<file path="src/rtl/decode_pkg.sv">
// Shared types and the per-opcode decode function for decode_stage.
// Field widths used by decoded_t come from the localparams below.
package decode_pkg;

    localparam int unsigned RegAddrW = 4;
    localparam int unsigned ImmW     = 8;
    localparam int unsigned InstrW   = 4 + 3 * RegAddrW;

    typedef enum logic [3:0] {
        OpNop   = 4'h0,
        OpBr    = 4'h1,
        OpCmp   = 4'h2,
        OpAdd   = 4'h3,
        OpSub   = 4'h4,
        OpMul   = 4'h5,
        OpDiv   = 4'h6,
        OpLdr   = 4'h7,
        OpStr   = 4'h8,
        OpConst = 4'h9,
        OpRet   = 4'hF
    } opcode_e;

    typedef enum logic [1:0] {MuxAlu = 2'b00, MuxMem = 2'b01, MuxImm = 2'b10} reg_mux_e;

    typedef enum logic [1:0] {AluAdd, AluSub, AluMul, AluDiv} alu_op_e;

    typedef struct packed {
        logic [RegAddrW-1:0] rd;
        logic [RegAddrW-1:0] rs;
        logic [RegAddrW-1:0] rt;
        logic [ImmW-1:0]     imm;
        logic [2:0]          nzp;
        logic                reg_we;
        logic                mem_re;
        logic                mem_we;
        logic                nzp_we;
        logic                ret;
        logic                branch_taken;
        reg_mux_e            reg_mux;
        alu_op_e             alu_op;
        logic                illegal;
    } decoded_t;

    function automatic decoded_t decode_fn(input logic [InstrW-1:0] instr,
                                           input logic [2:0]        nzp_stored);
        decoded_t d;
        d       = '0;
        d.rd    = instr[3*RegAddrW-1 -: RegAddrW];
        d.rs    = instr[2*RegAddrW-1 -: RegAddrW];
        d.rt    = instr[RegAddrW-1:0];
        d.imm   = instr[ImmW-1:0];
        d.nzp   = d.rd[RegAddrW-1 -: 3];
        case (opcode_e'(instr[InstrW-1 -: 4]))
            OpNop:   ;
            OpBr:    d.branch_taken = |(nzp_stored & d.nzp);
            OpCmp:   d.nzp_we = 1'b1;
            OpAdd:   begin d.reg_we = 1'b1; d.alu_op = AluAdd; end
            OpSub:   begin d.reg_we = 1'b1; d.alu_op = AluSub; end
            OpMul:   begin d.reg_we = 1'b1; d.alu_op = AluMul; end
            OpDiv:   begin d.reg_we = 1'b1; d.alu_op = AluDiv; end
            OpLdr:   begin d.reg_we = 1'b1; d.mem_re = 1'b1; d.reg_mux = MuxMem; end
            OpStr:   d.mem_we = 1'b1;
            OpConst: begin d.reg_we = 1'b1; d.reg_mux = MuxImm; end
            OpRet:   d.ret = 1'b1;
            default: d.illegal = 1'b1;
        endcase
        return d;
    endfunction

endpackage

</file>
<file path="src/rtl/decode_scoreboard.sv">
// Register busy tracking and RAW/WAW hazard detection for decode_stage.
// Only instantiated when DECODE_SCOREBOARD_EN is defined.
module decode_scoreboard
    import decode_pkg::*;
#(
    parameter int unsigned REG_ADDR_W = RegAddrW
) (
    input  logic                  clk_i,
    input  logic                  reset_i,
    input  logic                  flush_i,
    input  logic                  set_i,
    input  logic [REG_ADDR_W-1:0] set_rd_i,
    input  logic                  wb_valid_i,
    input  logic [REG_ADDR_W-1:0] wb_rd_i,
    input  logic                  chk_valid_i,
    input  opcode_e               chk_op_i,
    input  logic [REG_ADDR_W-1:0] chk_rd_i,
    input  logic [REG_ADDR_W-1:0] chk_rs_i,
    input  logic [REG_ADDR_W-1:0] chk_rt_i,
    output logic                  hazard_o
);

    localparam int unsigned NumRegs = 2 ** REG_ADDR_W;

    logic [NumRegs-1:0] busy_q, busy_d;
    logic use_rs, use_rt, use_rd;

    // Set is applied after clear so a same-cycle set on the same register wins.
    always_comb begin
        busy_d = busy_q;
        if (wb_valid_i) busy_d[wb_rd_i] = 1'b0;
        if (set_i)      busy_d[set_rd_i] = 1'b1;
    end

    always_ff @(posedge clk_i) begin
        if (reset_i || flush_i) busy_q <= '0;
        else                    busy_q <= busy_d;
    end

    always_comb begin
        use_rs = 1'b0;
        use_rt = 1'b0;
        use_rd = 1'b0;
        case (chk_op_i)
            OpAdd, OpSub, OpMul, OpDiv: begin use_rs = 1'b1; use_rt = 1'b1; use_rd = 1'b1; end
            OpCmp, OpStr:               begin use_rs = 1'b1; use_rt = 1'b1; end
            OpLdr:                      begin use_rs = 1'b1; use_rd = 1'b1; end
            OpConst:                    use_rd = 1'b1;
            default:                    ;
        endcase
    end

    assign hazard_o = chk_valid_i & ((use_rs & busy_q[chk_rs_i]) |
                                     (use_rt & busy_q[chk_rt_i]) |
                                     (use_rd & busy_q[chk_rd_i]));

endmodule

</file>
<file path="src/rtl/decode_stage.sv">
// Registered decode stage with a 2-entry skid buffer, flush and backpressure.
// Define DECODE_SCOREBOARD_EN to add register-busy hazard stalls on in_ready_o.
module decode_stage
    import decode_pkg::*;
#(
    parameter int unsigned REG_ADDR_W = RegAddrW,
    parameter int unsigned IMM_W      = ImmW,
    parameter int unsigned INSTR_W    = 4 + 3 * REG_ADDR_W
) (
    input  logic                  clk_i,
    input  logic                  reset_i,
    input  logic                  flush_i,
    input  logic                  in_valid_i,
    output logic                  in_ready_o,
    input  logic [INSTR_W-1:0]    in_instr_i,
    input  logic [2:0]            nzp_stored_i,
    output logic                  out_valid_o,
    input  logic                  out_ready_i,
    output logic [REG_ADDR_W-1:0] out_rd_o,
    output logic [REG_ADDR_W-1:0] out_rs_o,
    output logic [REG_ADDR_W-1:0] out_rt_o,
    output logic [IMM_W-1:0]      out_imm_o,
    output logic [2:0]            out_nzp_o,
    output logic                  out_reg_we_o,
    output logic                  out_mem_re_o,
    output logic                  out_mem_we_o,
    output logic                  out_nzp_we_o,
    output logic                  out_ret_o,
    output logic                  out_branch_taken_o,
    output logic [1:0]            out_reg_mux_o,
    output logic [1:0]            out_alu_op_o,
    output logic                  out_illegal_o,
    input  logic                  wb_valid_i,
    input  logic [REG_ADDR_W-1:0] wb_rd_i
);

    typedef enum logic [1:0] {StEmpty, StOne, StFull} state_e;

    state_e   state_q;
    decoded_t out_q, skid_q, dec;
    logic     out_valid_q, in_ready_q;
    logic     accept, consume;

    assign dec     = decode_fn(in_instr_i, nzp_stored_i);
    assign accept  = in_valid_i & in_ready_o;
    assign consume = out_valid_q & out_ready_i;

`ifdef DECODE_SCOREBOARD_EN
    logic hazard;

    decode_scoreboard #(
        .REG_ADDR_W(REG_ADDR_W)
    ) u_scoreboard (
        .clk_i      (clk_i),
        .reset_i    (reset_i),
        .flush_i    (flush_i),
        .set_i      (accept & dec.reg_we),
        .set_rd_i   (dec.rd),
        .wb_valid_i (wb_valid_i),
        .wb_rd_i    (wb_rd_i),
        .chk_valid_i(in_valid_i),
        .chk_op_i   (opcode_e'(in_instr_i[INSTR_W-1 -: 4])),
        .chk_rd_i   (dec.rd),
        .chk_rs_i   (dec.rs),
        .chk_rt_i   (dec.rt),
        .hazard_o   (hazard)
    );

    assign in_ready_o = in_ready_q & ~hazard;
`else
    logic unused_wb;
    assign unused_wb  = ^{wb_valid_i, wb_rd_i};
    assign in_ready_o = in_ready_q;
`endif

    always_ff @(posedge clk_i) begin
        if (reset_i || flush_i) begin
            state_q     <= StEmpty;
            out_q       <= '0;
            skid_q      <= '0;
            out_valid_q <= 1'b0;
            in_ready_q  <= 1'b1;
        end else begin
            case (state_q)
                StEmpty: begin
                    if (accept) begin
                        out_q       <= dec;
                        out_valid_q <= 1'b1;
                        state_q     <= StOne;
                    end
                end
                StOne: begin
                    if (accept && !consume) begin
                        skid_q     <= dec;
                        in_ready_q <= 1'b0;
                        state_q    <= StFull;
                    end else if (accept && consume) begin
                        out_q <= dec;
                    end else if (consume) begin
                        out_valid_q <= 1'b0;
                        state_q     <= StEmpty;
                    end
                end
                StFull: begin
                    if (consume) begin
                        out_q      <= skid_q;
                        in_ready_q <= 1'b1;
                        state_q    <= StOne;
                    end
                end
                default: begin
                    out_valid_q <= 1'b0;
                    in_ready_q  <= 1'b1;
                    state_q     <= StEmpty;
                end
            endcase
        end
    end

    assign out_valid_o        = out_valid_q;
    assign out_rd_o           = out_q.rd;
    assign out_rs_o           = out_q.rs;
    assign out_rt_o           = out_q.rt;
    assign out_imm_o          = out_q.imm;
    assign out_nzp_o          = out_q.nzp;
    assign out_reg_we_o       = out_q.reg_we;
    assign out_mem_re_o       = out_q.mem_re;
    assign out_mem_we_o       = out_q.mem_we;
    assign out_nzp_we_o       = out_q.nzp_we;
    assign out_ret_o          = out_q.ret;
    assign out_branch_taken_o = out_q.branch_taken;
    assign out_reg_mux_o      = out_q.reg_mux;
    assign out_alu_op_o       = out_q.alu_op;
    assign out_illegal_o      = out_q.illegal;

endmodule
</file>
<file path="config.mk">
export PLATFORM = sky130hd
export DESIGN_NAME = decode_stage
export DESIGN_NICKNAME = d
export VERILOG_FILES = /design/src/rtl/decode_pkg.sv /design/src/rtl/decode_scoreboard.sv /design/src/rtl/decode_stage.sv
export SDC_FILE = /design/constraint.sdc
export NUM_CORES = 1
export LEC_CHECK = 0
export CORE_MARGIN = 2
export CORE_UTILIZATION = 30
export CTS_CLUSTER_DIAMETER = 80
export DETAILED_ROUTE_END_ITERATION = 10
export HOLD_SLACK_MARGIN = 0.02
export PLACE_DENSITY = 0.58
export SLEW_MARGIN = 0
export SYNTH_ARGS = -nofsm -noshare
export SYNTH_HDL_FRONTEND = slang
export SYNTH_HIERARCHICAL = 1
export SYNTH_SLANG_ARGS = --single-unit
</file>
<file path="constraint.sdc">
create_clock -name clk_i -period 1.8 [get_ports clk_i]
set_input_delay 0.36 -clock clk_i [delete_from_list [all_inputs] [get_ports clk_i]]
set_output_delay 0.36 -clock clk_i [all_outputs]
set_load 0.05 [all_outputs]
</file>
==> impl_metrics.json <==
{
  "seq_power_share_pct": 45.7,
  "rsz0062_at_grt": "false",
  "final_common_cell": "nand2_1",
  "post-route-util_pct": 41.5,
  "finalPower_mw": 2.44,
  "clockRootBuffer": "clkbuf_8",
  "whs_path_depth": 2,
  "hold_end": "skid_q[24]",
  "diodes": 0,
  "crit_required_ns": 2.00,
  "grt_first_pass_wirelength_um": 8640,
  "num_tap_cells": 99,
  "status": "completed",
  "warning_count": 31,
  "ys_cells": 274,
  "syn-cell-area_um2": 2200,
  "clock-skew-final_ns": 0.00658,
  "clk_share_pct": 4.24,
  "finalCritPeriodShare_pct": 90.2,
  "hold_buffers": 0,
  "period_minus_slack_ns": 1.62,
  "powerComb_uw": 474,
  "drive_above_1_share_pct": 23.1,
  "tightest_slew_ns": 0.373,
  "ios": 65,
  "seq_power_mw": 1.11
}
Clock nets:
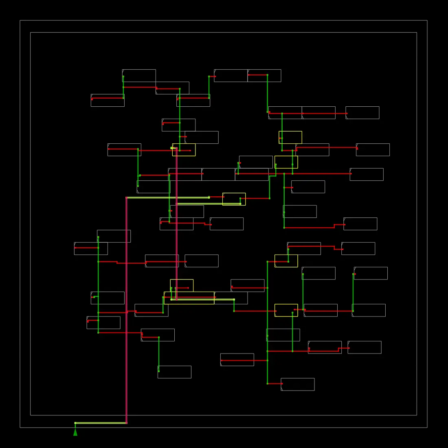
# clock sinks: 48
CTS Buf Count: 5
Clock Latency Late Sink: 0.30 ns

Close-up of the layout:
Window x 57 to 77, y 57 to 77 um. Cells in grey, sequential cells in the stronger grey; small squares are vias.
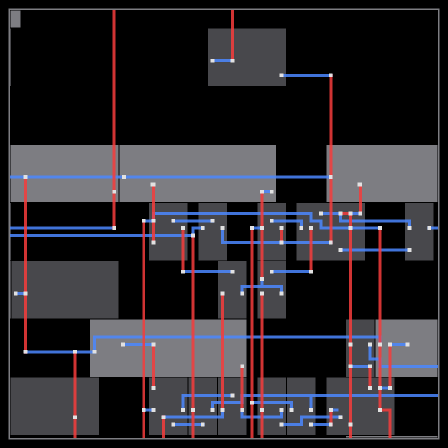
layer	colour
met2	red
met1	blue
most frequent	nand2_1 (8), dfxtp_1 (4)
netlist names of flops here include	out_rt_o (2), skid_q (2)
cells with their middle in the window	21
sequential cells in the window	4

Wiring by layer:
Drawn at 6 px/um. Two of the layers only.
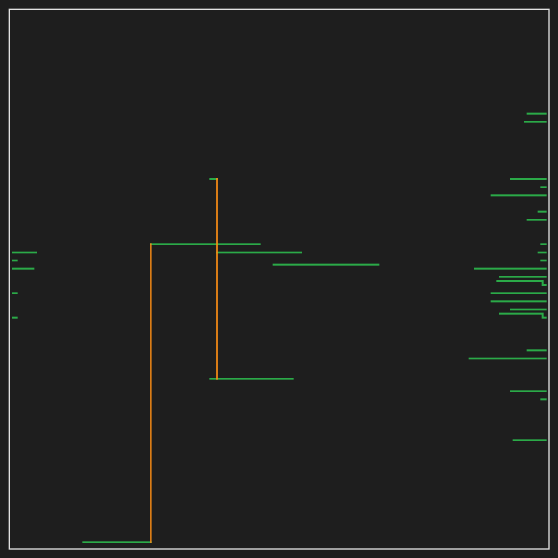
layer	colour	wire length
met3	green	203 um
met4	orange	83.0 um
Via Count: 2026
drt total wl: 5220 um
Routed WL per cell: 12.1 um
GRT Total Usage: 12.9%

Met2 routing:
Drawn at 4 px/um.
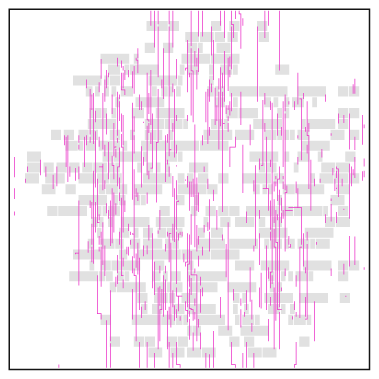
wire length on this layer	2510 um
share of all routed wire	48%
GR Layer Usage met2: 22.7%

